### config.mk
export PLATFORM = sky130hd
export DESIGN_NAME = axi4_lite_i2c_init_seq_flat
export DESIGN_NICKNAME = d
export VERILOG_FILES = /design/src/rtl/i2c_init_seq_pkg.sv /design/src/rtl/axi4_lite_if.sv /design/src/rtl/i2c_seq_delay_timer.sv /design/src/rtl/axi4_lite_i2c_init_seq.sv /design/src/flat_wrapper.sv
export SDC_FILE = /design/constraint.sdc
export NUM_CORES = 1
export LEC_CHECK = 0
export ABC_AREA = 1
export CAP_MARGIN = 40
export CORE_MARGIN = 2
export CORE_UTILIZATION = 47
export CTS_BUF_LIST = sky130_fd_sc_hd__clkbuf_2 sky130_fd_sc_hd__clkbuf_4 sky130_fd_sc_hd__clkbuf_8
export CTS_CLUSTER_DIAMETER = 150
export DETAILED_ROUTE_END_ITERATION = 16
export GPL_TIMING_DRIVEN = 0
export PLACE_DENSITY_LB_ADDON = 0.25
export SETUP_SLACK_MARGIN = 0.05
export SYNTH_ARGS = -nofsm -noshare
export SYNTH_HDL_FRONTEND = slang
export SYNTH_SLANG_ARGS = --single-unit
### constraint.sdc
create_clock -name clk_i -period 2 [get_ports clk_i]
set_clock_uncertainty 0.15 [all_clocks]
set_input_delay 0.3 -clock clk_i [delete_from_list [all_inputs] [get_ports clk_i]]
set_output_delay 0.3 -clock clk_i [all_outputs]
set_load 0.05 [all_outputs]
### src/rtl/i2c_init_seq_pkg.sv
`default_nettype none
// ============================================================================
// Module   : i2c_init_seq_pkg
// Purpose  : Command, state and sizing definitions for the I2C init sequencer.
// Revision : 1.0 - initial release
// ============================================================================
package i2c_init_seq_pkg;

   typedef enum logic [1:0] {
      CMD_WRITE = 2'b00,
      CMD_DELAY = 2'b01,
      CMD_NOP   = 2'b10,
      CMD_END   = 2'b11
   } cmd_e;

   typedef enum logic [3:0] {
      ST_IDLE    = 4'd0,
      ST_FETCH   = 4'd1,
      ST_DECODE  = 4'd2,
      ST_AXW     = 4'd3,
      ST_BRESP   = 4'd4,
      ST_RDBK_AR = 4'd5,
      ST_RDBK_R  = 4'd6,
      ST_WAIT    = 4'd7,
      ST_NEXT    = 4'd8,
      ST_FIN     = 4'd9,
      ST_ERR     = 4'd10
   } state_e;

   localparam logic [1:0] c_resp_okay = 2'b00;

   // Counter width that never collapses to zero bits for degenerate sizes.
   function automatic int clog2_min1(input int value);
      return (value > 1) ? $clog2(value) : 1;
   endfunction

endpackage : i2c_init_seq_pkg
`default_nettype wire

### src/rtl/axi4_lite_if.sv
`default_nettype none
// ============================================================================
// Module   : axi4_lite_if
// Purpose  : AXI4-Lite bundle between the init sequencer and the I2C bridge.
// Revision : 1.0 - initial release
// ============================================================================
interface axi4_lite_if #(
   parameter int ADDR_WIDTH = 8,
   parameter int DATA_WIDTH = 8
);
   logic [ADDR_WIDTH-1:0]   awaddr;
   logic                    awvalid;
   logic                    awready;
   logic [DATA_WIDTH-1:0]   wdata;
   logic [DATA_WIDTH/8-1:0] wstrb;
   logic                    wvalid;
   logic                    wready;
   logic [1:0]              bresp;
   logic                    bvalid;
   logic                    bready;
   logic [ADDR_WIDTH-1:0]   araddr;
   logic                    arvalid;
   logic                    arready;
   logic [DATA_WIDTH-1:0]   rdata;
   logic [1:0]              rresp;
   logic                    rvalid;
   logic                    rready;

   modport master (
      output awaddr, awvalid, wdata, wstrb, wvalid, bready, araddr, arvalid, rready,
      input  awready, wready, bresp, bvalid, arready, rdata, rresp, rvalid
   );

   modport slave (
      input  awaddr, awvalid, wdata, wstrb, wvalid, bready, araddr, arvalid, rready,
      output awready, wready, bresp, bvalid, arready, rdata, rresp, rvalid
   );
endinterface : axi4_lite_if
`default_nettype wire

### src/rtl/i2c_seq_delay_timer.sv
`default_nettype none
// ============================================================================
// Module   : i2c_seq_delay_timer
// Purpose  : Prescaler + tick down-counter; o_expired marks the final cycle.
// Revision : 1.0 - initial release
// ============================================================================
module i2c_seq_delay_timer
   import i2c_init_seq_pkg::*;
#(
   parameter int CNT_WIDTH         = 8,
   parameter int DELAY_UNIT_CYCLES = 100_000
) (
   input  logic                 clk_i,
   input  logic                 rst_i,
   input  logic                 i_load,
   input  logic [CNT_WIDTH-1:0] i_ticks,
   output logic                 o_expired
);

   localparam int                   c_presc_w   = clog2_min1(DELAY_UNIT_CYCLES);
   localparam logic [c_presc_w-1:0] c_presc_max = c_presc_w'(DELAY_UNIT_CYCLES - 1);

   logic                 r_run;
   logic [c_presc_w-1:0] r_presc;
   logic [CNT_WIDTH-1:0] r_ticks;

   // Combinational so the owner leaves its wait state exactly ticks*unit cycles after load.
   assign o_expired = r_run && (r_presc == '0) && (r_ticks == CNT_WIDTH'(1));

   always_ff @(posedge clk_i or posedge rst_i) begin
      if (rst_i) begin
         r_run   <= 1'b0;
         r_presc <= '0;
         r_ticks <= '0;
      end else if (i_load) begin
         r_run   <= (i_ticks != '0);
         r_presc <= c_presc_max;
         r_ticks <= i_ticks;
      end else if (r_run) begin
         if (r_presc == '0) begin
            r_presc <= c_presc_max;
            r_ticks <= r_ticks - CNT_WIDTH'(1);
            if (r_ticks == CNT_WIDTH'(1)) begin
               r_run <= 1'b0;
            end
         end else begin
            r_presc <= r_presc - c_presc_w'(1);
         end
      end
   end

endmodule : i2c_seq_delay_timer
`default_nettype wire

### src/rtl/axi4_lite_i2c_init_seq.sv
`default_nettype none
// ============================================================================
// Module   : axi4_lite_i2c_init_seq
// Purpose  : Boot-time command-table walker issuing AXI4-Lite writes to the
//            I2C bridge, with delays, SLVERR retries and done/error report.
//            Optional read-back verify: define I2C_INIT_SEQ_VERIFY_EN.
// Revision : 1.0 - initial release
// ============================================================================
module axi4_lite_i2c_init_seq
   import i2c_init_seq_pkg::*;
#(
   parameter int  DATA_WIDTH        = 8,
   parameter int  ADDR_WIDTH        = 8,
   parameter int  TBL_DEPTH         = 256,
   parameter int  MAX_RETRY         = 3,
   parameter int  DELAY_UNIT_CYCLES = 100_000,
   localparam int TBL_AW            = clog2_min1(TBL_DEPTH)
) (
   input  logic                                clk_i,
   input  logic                                rst_i,
   input  logic                                start_i,
   output logic                                busy_o,
   output logic                                done_o,
   output logic                                error_o,
   output logic [TBL_AW-1:0]                   err_idx_o,
   output logic [TBL_AW-1:0]                   tbl_addr_o,
   input  logic [2+ADDR_WIDTH+DATA_WIDTH-1:0]  tbl_data_i,
   axi4_lite_if.master                         axi4_lite_o
);

   localparam int c_retry_w = clog2_min1(MAX_RETRY + 1);

   typedef struct packed {
      cmd_e                  cmd;
      logic [ADDR_WIDTH-1:0] addr;
      logic [DATA_WIDTH-1:0] data;
   } entry_t;

   state_e                r_state;
   state_e                w_next;
   entry_t                w_entry;
   logic [TBL_AW-1:0]     r_idx;
   logic [c_retry_w-1:0]  r_retry;
   logic [ADDR_WIDTH-1:0] r_addr;
   logic [DATA_WIDTH-1:0] r_data;
   logic                  r_done;
   logic                  r_error;
   logic [TBL_AW-1:0]     r_err_idx;
   logic                  w_last;
   logic                  w_can_retry;
   logic                  w_wr_ok;
   logic                  w_fail;
   logic                  w_tmr_load;
   logic                  w_tmr_expired;

   assign w_entry     = entry_t'(tbl_data_i);
   assign w_last      = (r_idx == TBL_AW'(TBL_DEPTH - 1));
   assign w_can_retry = (int'(r_retry) < MAX_RETRY);
   assign w_wr_ok     = axi4_lite_o.bvalid && (axi4_lite_o.bresp == c_resp_okay);
   assign w_tmr_load  = (r_state == ST_DECODE) && (w_entry.cmd == CMD_DELAY);

`ifdef I2C_INIT_SEQ_VERIFY_EN
   logic w_rd_ok;
   assign w_rd_ok = (axi4_lite_o.rresp == c_resp_okay) && (axi4_lite_o.rdata == r_data);
   // A bad read-back takes the same retry path as a write SLVERR.
   assign w_fail  = ((r_state == ST_BRESP) && axi4_lite_o.bvalid && !w_wr_ok) ||
                    ((r_state == ST_RDBK_R) && axi4_lite_o.rvalid && !w_rd_ok);
`else
   logic w_rd_unused;
   assign w_rd_unused = ^{axi4_lite_o.rdata, axi4_lite_o.rresp, axi4_lite_o.rvalid,
                          axi4_lite_o.arready};
   assign w_fail      = (r_state == ST_BRESP) && axi4_lite_o.bvalid && !w_wr_ok;
`endif

   i2c_seq_delay_timer #(
      .CNT_WIDTH         (DATA_WIDTH),
      .DELAY_UNIT_CYCLES (DELAY_UNIT_CYCLES)
   ) u_delay_timer (
      .clk_i     (clk_i),
      .rst_i     (rst_i),
      .i_load    (w_tmr_load),
      .i_ticks   (w_entry.data),
      .o_expired (w_tmr_expired)
   );

   always_ff @(posedge clk_i or posedge rst_i) begin
      if (rst_i) begin
         r_state <= ST_IDLE;
      end else begin
         r_state <= w_next;
      end
   end

   always_comb begin
      w_next = r_state;
      case (r_state)
         ST_IDLE:   if (start_i) w_next = ST_FETCH;
         ST_FETCH:  w_next = ST_DECODE;
         ST_DECODE: begin
            case (w_entry.cmd)
               CMD_WRITE: w_next = ST_AXW;
               CMD_DELAY: w_next = (w_entry.data == '0) ? ST_NEXT : ST_WAIT;
               CMD_NOP:   w_next = ST_NEXT;
               default:   w_next = ST_FIN;
            endcase
         end
         ST_AXW:    if (axi4_lite_o.awready && axi4_lite_o.wready) w_next = ST_BRESP;
         ST_BRESP: begin
            if (w_fail) begin
               w_next = w_can_retry ? ST_AXW : ST_ERR;
            end else if (w_wr_ok) begin
`ifdef I2C_INIT_SEQ_VERIFY_EN
               w_next = ST_RDBK_AR;
`else
               w_next = ST_NEXT;
`endif
            end
         end
`ifdef I2C_INIT_SEQ_VERIFY_EN
         ST_RDBK_AR: if (axi4_lite_o.arready) w_next = ST_RDBK_R;
         ST_RDBK_R: begin
            if (w_fail) begin
               w_next = w_can_retry ? ST_AXW : ST_ERR;
            end else if (axi4_lite_o.rvalid) begin
               w_next = ST_NEXT;
            end
         end
`endif
         ST_WAIT:   if (w_tmr_expired) w_next = ST_NEXT;
         ST_NEXT:   w_next = w_last ? ST_FIN : ST_FETCH;
         ST_FIN:    w_next = ST_IDLE;
         ST_ERR:    w_next = ST_IDLE;
         default:   w_next = ST_IDLE;
      endcase
   end

   // Valids are decoded from the state register so an async reset drops them at once.
   always_comb begin
      busy_o              = 1'b0;
      axi4_lite_o.awvalid = 1'b0;
      axi4_lite_o.wvalid  = 1'b0;
      axi4_lite_o.bready  = 1'b0;
      axi4_lite_o.arvalid = 1'b0;
      axi4_lite_o.rready  = 1'b0;
      case (r_state)
         ST_FETCH, ST_DECODE, ST_WAIT, ST_NEXT: busy_o = 1'b1;
         ST_AXW: begin
            busy_o              = 1'b1;
            axi4_lite_o.awvalid = 1'b1;
            axi4_lite_o.wvalid  = 1'b1;
         end
         ST_BRESP: begin
            busy_o             = 1'b1;
            axi4_lite_o.bready = 1'b1;
         end
`ifdef I2C_INIT_SEQ_VERIFY_EN
         ST_RDBK_AR: begin
            busy_o              = 1'b1;
            axi4_lite_o.arvalid = 1'b1;
         end
         ST_RDBK_R: begin
            busy_o             = 1'b1;
            axi4_lite_o.rready = 1'b1;
         end
`endif
         default: ;
      endcase
   end

   always_ff @(posedge clk_i or posedge rst_i) begin
      if (rst_i) begin
         r_idx     <= '0;
         r_retry   <= '0;
         r_addr    <= '0;
         r_data    <= '0;
         r_done    <= 1'b0;
         r_error   <= 1'b0;
         r_err_idx <= '0;
      end else begin
         case (r_state)
            ST_IDLE: begin
               if (start_i) begin
                  r_idx   <= '0;
                  r_retry <= '0;
                  r_done  <= 1'b0;
                  r_error <= 1'b0;
               end
            end
            ST_DECODE: begin
               r_addr <= w_entry.addr;
               r_data <= w_entry.data;
            end
            ST_NEXT: begin
               r_retry <= '0;
               if (!w_last) begin
                  r_idx <= r_idx + TBL_AW'(1);
               end
            end
            default: ;
         endcase
         if (w_fail && w_can_retry) begin
            r_retry <= r_retry + c_retry_w'(1);
         end
         // Sticky flags rise on entry so they are already visible in FIN/ERR.
         if ((w_next == ST_FIN) && (r_state != ST_FIN)) begin
            r_done <= 1'b1;
         end
         if ((w_next == ST_ERR) && (r_state != ST_ERR)) begin
            r_error   <= 1'b1;
            r_err_idx <= r_idx;
         end
      end
   end

   assign done_o             = r_done;
   assign error_o            = r_error;
   assign err_idx_o          = r_err_idx;
   assign tbl_addr_o         = r_idx;
   assign axi4_lite_o.awaddr = r_addr;
   assign axi4_lite_o.wdata  = r_data;
   assign axi4_lite_o.wstrb  = '1;
   assign axi4_lite_o.araddr = r_addr;

endmodule : axi4_lite_i2c_init_seq
`default_nettype wire

### src/flat_wrapper.sv
// flat-port wrapper written by rule: the top's interface ports become plain ports
module axi4_lite_i2c_init_seq_flat import i2c_init_seq_pkg::*;
#(
   parameter int  DATA_WIDTH        = 8,
   parameter int  ADDR_WIDTH        = 8,
   parameter int  TBL_DEPTH         = 256,
   parameter int  MAX_RETRY         = 3,
   parameter int  DELAY_UNIT_CYCLES = 100_000,
   localparam int TBL_AW            = clog2_min1(TBL_DEPTH)
)
  (clk_i, rst_i, start_i, busy_o, done_o, error_o, err_idx_o, tbl_addr_o, tbl_data_i, axi4_lite_o_awaddr, axi4_lite_o_awvalid, axi4_lite_o_wdata, axi4_lite_o_wstrb, axi4_lite_o_wvalid, axi4_lite_o_bready, axi4_lite_o_araddr, axi4_lite_o_arvalid, axi4_lite_o_rready, axi4_lite_o_awready, axi4_lite_o_wready, axi4_lite_o_bresp, axi4_lite_o_bvalid, axi4_lite_o_arready, axi4_lite_o_rdata, axi4_lite_o_rresp, axi4_lite_o_rvalid);
  axi4_lite_if #(.ADDR_WIDTH(ADDR_WIDTH), .DATA_WIDTH(DATA_WIDTH)) axi4_lite_o_i ();
  input  logic clk_i;
  input  logic rst_i;
  input  logic start_i;
  output logic busy_o;
  output logic done_o;
  output logic error_o;
  output logic [TBL_AW-1:0] err_idx_o;
  output logic [TBL_AW-1:0] tbl_addr_o;
  input  logic [2+ADDR_WIDTH+DATA_WIDTH-1:0] tbl_data_i;
  output wire logic [$bits(axi4_lite_o_i.awaddr)-1:0] axi4_lite_o_awaddr;
  output wire logic [$bits(axi4_lite_o_i.awvalid)-1:0] axi4_lite_o_awvalid;
  output wire logic [$bits(axi4_lite_o_i.wdata)-1:0] axi4_lite_o_wdata;
  output wire logic [$bits(axi4_lite_o_i.wstrb)-1:0] axi4_lite_o_wstrb;
  output wire logic [$bits(axi4_lite_o_i.wvalid)-1:0] axi4_lite_o_wvalid;
  output wire logic [$bits(axi4_lite_o_i.bready)-1:0] axi4_lite_o_bready;
  output wire logic [$bits(axi4_lite_o_i.araddr)-1:0] axi4_lite_o_araddr;
  output wire logic [$bits(axi4_lite_o_i.arvalid)-1:0] axi4_lite_o_arvalid;
  output wire logic [$bits(axi4_lite_o_i.rready)-1:0] axi4_lite_o_rready;
  input wire logic [$bits(axi4_lite_o_i.awready)-1:0] axi4_lite_o_awready;
  input wire logic [$bits(axi4_lite_o_i.wready)-1:0] axi4_lite_o_wready;
  input wire logic [$bits(axi4_lite_o_i.bresp)-1:0] axi4_lite_o_bresp;
  input wire logic [$bits(axi4_lite_o_i.bvalid)-1:0] axi4_lite_o_bvalid;
  input wire logic [$bits(axi4_lite_o_i.arready)-1:0] axi4_lite_o_arready;
  input wire logic [$bits(axi4_lite_o_i.rdata)-1:0] axi4_lite_o_rdata;
  input wire logic [$bits(axi4_lite_o_i.rresp)-1:0] axi4_lite_o_rresp;
  input wire logic [$bits(axi4_lite_o_i.rvalid)-1:0] axi4_lite_o_rvalid;
  assign axi4_lite_o_awaddr = axi4_lite_o_i.awaddr;
  assign axi4_lite_o_awvalid = axi4_lite_o_i.awvalid;
  assign axi4_lite_o_wdata = axi4_lite_o_i.wdata;
  assign axi4_lite_o_wstrb = axi4_lite_o_i.wstrb;
  assign axi4_lite_o_wvalid = axi4_lite_o_i.wvalid;
  assign axi4_lite_o_bready = axi4_lite_o_i.bready;
  assign axi4_lite_o_araddr = axi4_lite_o_i.araddr;
  assign axi4_lite_o_arvalid = axi4_lite_o_i.arvalid;
  assign axi4_lite_o_rready = axi4_lite_o_i.rready;
  assign axi4_lite_o_i.awready = axi4_lite_o_awready;
  assign axi4_lite_o_i.wready = axi4_lite_o_wready;
  assign axi4_lite_o_i.bresp = axi4_lite_o_bresp;
  assign axi4_lite_o_i.bvalid = axi4_lite_o_bvalid;
  assign axi4_lite_o_i.arready = axi4_lite_o_arready;
  assign axi4_lite_o_i.rdata = axi4_lite_o_rdata;
  assign axi4_lite_o_i.rresp = axi4_lite_o_rresp;
  assign axi4_lite_o_i.rvalid = axi4_lite_o_rvalid;
  axi4_lite_i2c_init_seq #(.DATA_WIDTH(DATA_WIDTH), .ADDR_WIDTH(ADDR_WIDTH), .TBL_DEPTH(TBL_DEPTH), .MAX_RETRY(MAX_RETRY), .DELAY_UNIT_CYCLES(DELAY_UNIT_CYCLES)) u_core (.clk_i(clk_i), .rst_i(rst_i), .start_i(start_i), .busy_o(busy_o), .done_o(done_o), .error_o(error_o), .err_idx_o(err_idx_o), .tbl_addr_o(tbl_addr_o), .tbl_data_i(tbl_data_i), .axi4_lite_o(axi4_lite_o_i));
endmodule
==> job_summary.md, run 1 <==
## Implementation flow summary

| Metric | Value |
|---|---|
| P_int | `3.418 mW` |
| H-tree levels | `3` |
| Top class by area | `logic gates` |
| Crit-path cells | `inv_4, nand2_2, nor2_4, nor3_2, o21ai_1, buf_6` |
| Clk slew on worst S/H paths | `0.08 ns` |
| First-pass DRT Iterations | `5` |
| Synth cell count leaders | `nand2_1 (119), dfrtp_1 (66), nor2_1 (45)` |
| Crit. End Element | `primary output` |
| Drt initial violations | `190` |
| FF+latch area | `1658 um^2` |
| FF-to-FF End | `u_core.u_delay_timer.r_ticks[5]` |
| Flops & latches, synth | `66` |
| Post-synth seq share | `45.60%` |
| Pin count of the biggest net entering global routing | `36` |
| Fin area | `4756 um^2` |
| Logic area | `1670 um^2` |
| Routability cong. | `0.8302` |
| Reg2Reg Setup Slack | `0.16 ns` |
| Final Setup Violations | `0` |
| Vias in the first global route | `3078` |
| Commonest Layout Cell | `nand2_1` |
| Critical Path Stages | `6` |
| Num rows | `32` |
| Yosys simple share | `29.50%` |
| Required time worst endpoint | `1.55 ns` |
| CTS Hold Bufs | `0` |
| Worst path slowest cell | `dfrtp_2` |
| RSZ-0062 raised after global routing | `yes` |
| Post-route setup slack | `0.07532 ns` |
| Worst r2r path cells | `11` |
| Sequential power | `2.09 mW` |
| Core box area | `7607 um^2` |
| P_sw | `3.335 mW` |
| Top_reg_cell synth | `dfrtp_1` |
| Top-level I/O count | `87` |
| TritonCTS clock tree | `yes` |
| Worst Hold Class | `input port to async pin` |
| Most numerous logic cells after layout | `nand2_1 (118), dfrtp_1 (61), inv_1 (42), dlygate4sd2_1 (41), nor2_1 (40)` |
| Clock share of power | `15.0%` |
| Largest register by flop count | `u_core.u_delay_timer.r_presc` |
| Worst setup endpoint | `busy_o` |
| Critical path arrival | `1.47 ns` |
| Highest metal used | `met4` |
| CTS max path bufs | `2` |
| Inverters, non-clock | `54` |
| Critical Path Start | `u_core.r_state[3]` |
| First-pass GRT wire length | `14.10 mm` |
| Post-Route M1 WL | `3.790 mm` |
| Share of layout cells above drive strength 1 | `19.17%` |
| Max incr delay on CP | `0.45 ns` |
| ANT cells | `0` |
| Multi-input logic portion of the cell area | `35.12%` |
| Clock Root Buffer | `clkbuf_8` |
| WS Path Type | `flop to primary output` |
| Post-layout util | `62.52%` |
| Minimum clock period | `1.925 ns` |
| GRT Max-Usage Layer | `met2` |
| GR Util All Layers | `20.84%` |
| Antenna viol nets, final | `0` |
| Syn Std Cell Area | `3622 um^2` |
| Tool Warnings | `43` |
| Tapcells | `102` |
| Status | `completed` |
| CP top delay family | `flip-flops` |
| Post-synth EDFFs | `0` |
| Port bufs | `71` |
| Pre-CTS setup slack | `-0.3250 ns` |
| Period utilisation layout | `96.23%` |
### Signal wires on met1, run 1

Cells faint in the background.
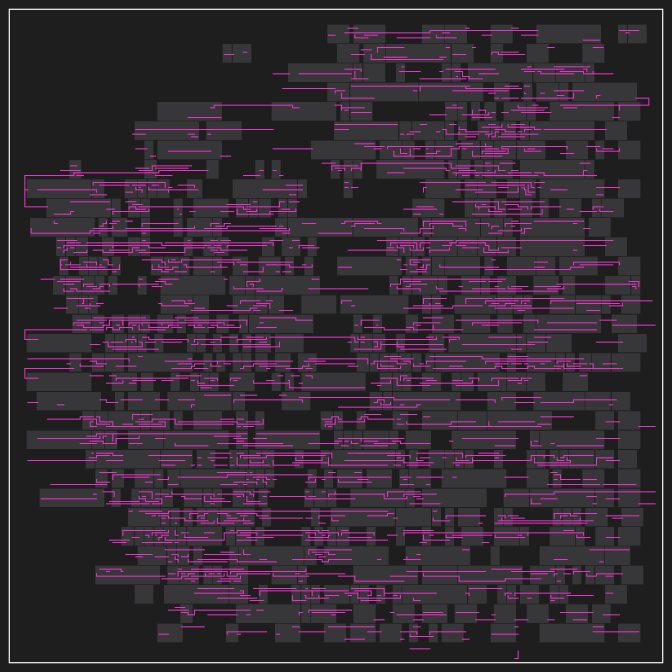
- nets with wire on the layer: 524
- share of all routed wire: 45%
- longest straight run: 30.8 um
routed wire length: 8.474 mm
via count: 3244
met1 usage: 27.64%

### Metal 2, run 1

The bar under the picture is 20 um long.
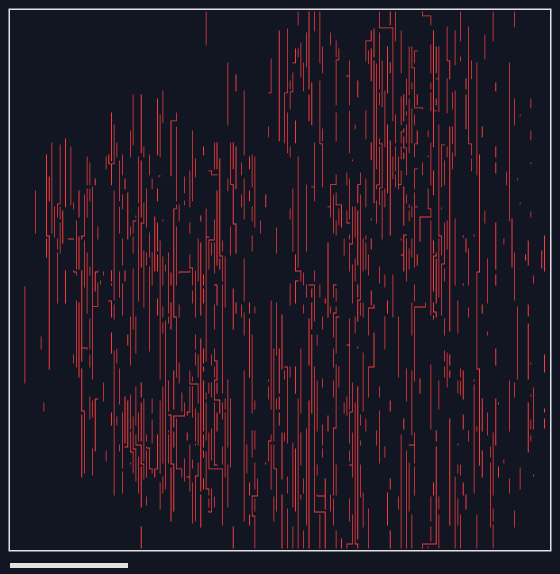
- longest straight run: 34.7 um
- share of all routed wire: 48%
- wire length on this layer: 4030 um

### The metal 3 layer, run 1

The bar under the picture is 20 um long.
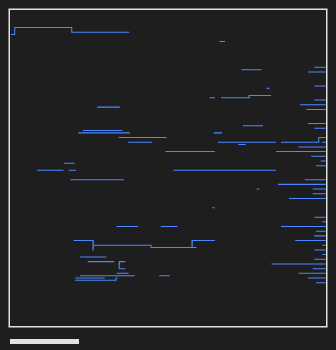
- share of all routed wire: 6.1%
- wire length on this layer: 517 um
- longest straight run: 29.4 um
met3 Usage GRT: 4.437%

### The clock network, run 1

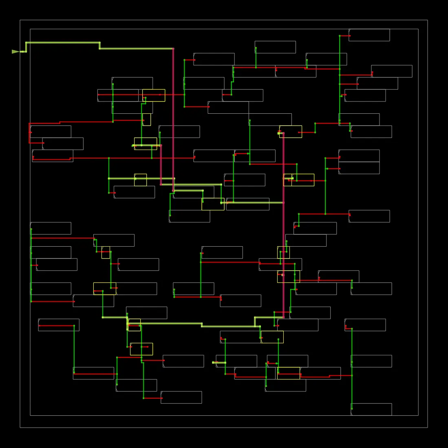
clk pwr: 1.01 mW
flip-flops: 66
Sink Count: 66
clk_buf instances: 11

==> run 1 -> run 2 <==
--- a/config.mk
+++ b/config.mk
@@ -14,6 +14,7 @@
 export DETAILED_ROUTE_END_ITERATION = 16
 export GPL_TIMING_DRIVEN = 0
 export PLACE_DENSITY_LB_ADDON = 0.25
+export RECOVER_POWER = 50
 export SETUP_SLACK_MARGIN = 0.05
 export SYNTH_ARGS = -nofsm -noshare
 export SYNTH_HDL_FRONTEND = slang
### Metal 2, run 2

The bar under the picture is 20 um long.
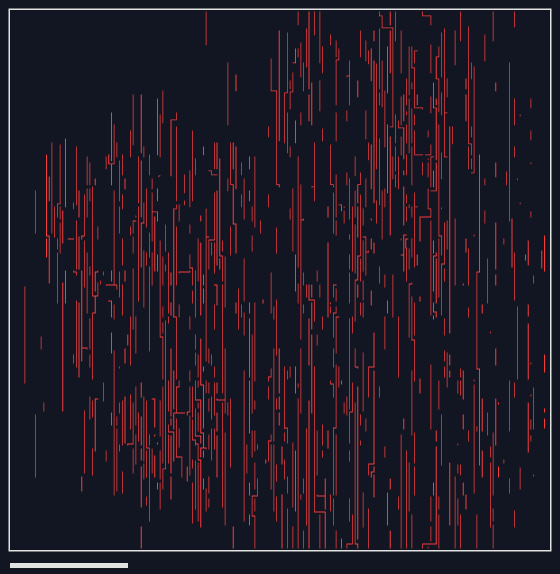
- wire length on this layer: 4030 um
- share of all routed wire: 47%
- longest straight run: 35.0 um
- main direction: vertical
routed wire length: 8.497 mm
met2 GRT Util: 33.95%
via count: 3250

### Signal wires on met1, run 2

Cells faint in the background.
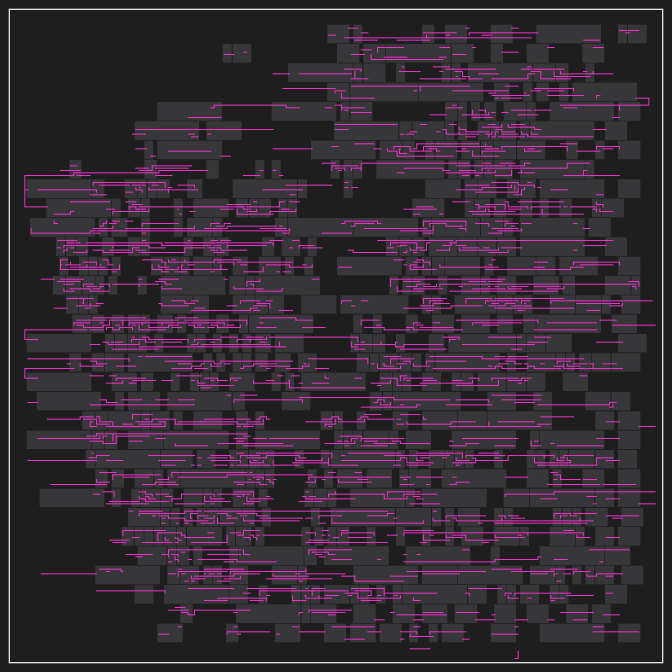
- longest straight run: 28.1 um
- nets with wire on the layer: 524
- share of all routed wire: 45%
- wire length on this layer: 3830 um
- main direction: horizontal

==> job_summary.md, run 2 <==
## Implementation flow summary

| Metric | Value |
|---|---|
| Status | `completed` |
| Logic area | `1650 um^2 (-1.2%)` |
| Critical path arrival | `1.48 ns (about the same)` |
| GRT Max-Usage Layer | `met2` |
| Met3 Usage GRT | `4.437% (unchanged)` |
| Post-synth EDFFs | `0 (unchanged)` |
| Worst Hold Class | `flop to flop` |
| Flip-flops | `66 (unchanged)` |
| Syn Std Cell Area | `3622 um^2 (unchanged)` |
| Sequential power | `2.09 mW (about the same)` |
| Clk pwr | `1.01 mW (about the same)` |
| CTS max path bufs | `2 (unchanged)` |
| Commonest Layout Cell | `nand2_1` |
| Reg2Reg Setup Slack | `0.16 ns (about the same)` |
| Pin count of the biggest net entering global routing | `36 (unchanged)` |
| Post-layout util | `61.89% (-0.63 points)` |
| Drt initial violations | `169 (-11%)` |
| Synth cell count leaders | `nand2_1 (119), dfrtp_1 (66), nor2_1 (45)` |
| Largest register by flop count | `u_core.u_delay_timer.r_presc` |
| Post-route setup slack | `0.07347 ns (-0.001848 ns)` |
| Most numerous logic cells after layout | `nand2_1 (118), dfrtp_1 (61), inv_1 (44), dlygate4sd2_1 (41), nor2_1 (40)` |
| First-pass GRT wire length | `14.10 mm (unchanged)` |
| Final Setup Violations | `0 (unchanged)` |
| Worst setup endpoint | `busy_o` |
| Fin area | `4708 um^2 (-1.0%)` |
| FF+latch area | `1658 um^2 (unchanged)` |
| Worst r2r path cells | `11 (unchanged)` |
| Clk_buf instances | `11 (unchanged)` |
| Highest metal used | `met4` |
| Share of layout cells above drive strength 1 | `17.90% (-1.3 points)` |
| Yosys simple share | `29.50% (unchanged)` |
| CP top delay family | `flip-flops` |
| P_int | `3.412 mW (-0.17%)` |
| Crit-path cells | `inv_4, nand2_2, nor2_4, nor3_2, o21ai_1, buf_6` |
| Tool Warnings | `43 (unchanged)` |
| Routability cong. | `0.8302 (unchanged)` |
| Critical Path Start | `u_core.r_state[3]` |
| Max incr delay on CP | `0.45 ns (about the same)` |
| Clock Root Buffer | `clkbuf_8` |
| H-tree levels | `3 (unchanged)` |
| Inverters, non-clock | `54 (unchanged)` |
| Core box area | `7607 um^2 (unchanged)` |
| Vias in the first global route | `3078 (unchanged)` |
| Period utilisation layout | `96.33% (about the same)` |
| WS Path Type | `flop to primary output` |
| Num rows | `32 (unchanged)` |
| TritonCTS clock tree | `yes` |
| Critical Path Stages | `6 (unchanged)` |
Power and IR drop assume default switching activity.
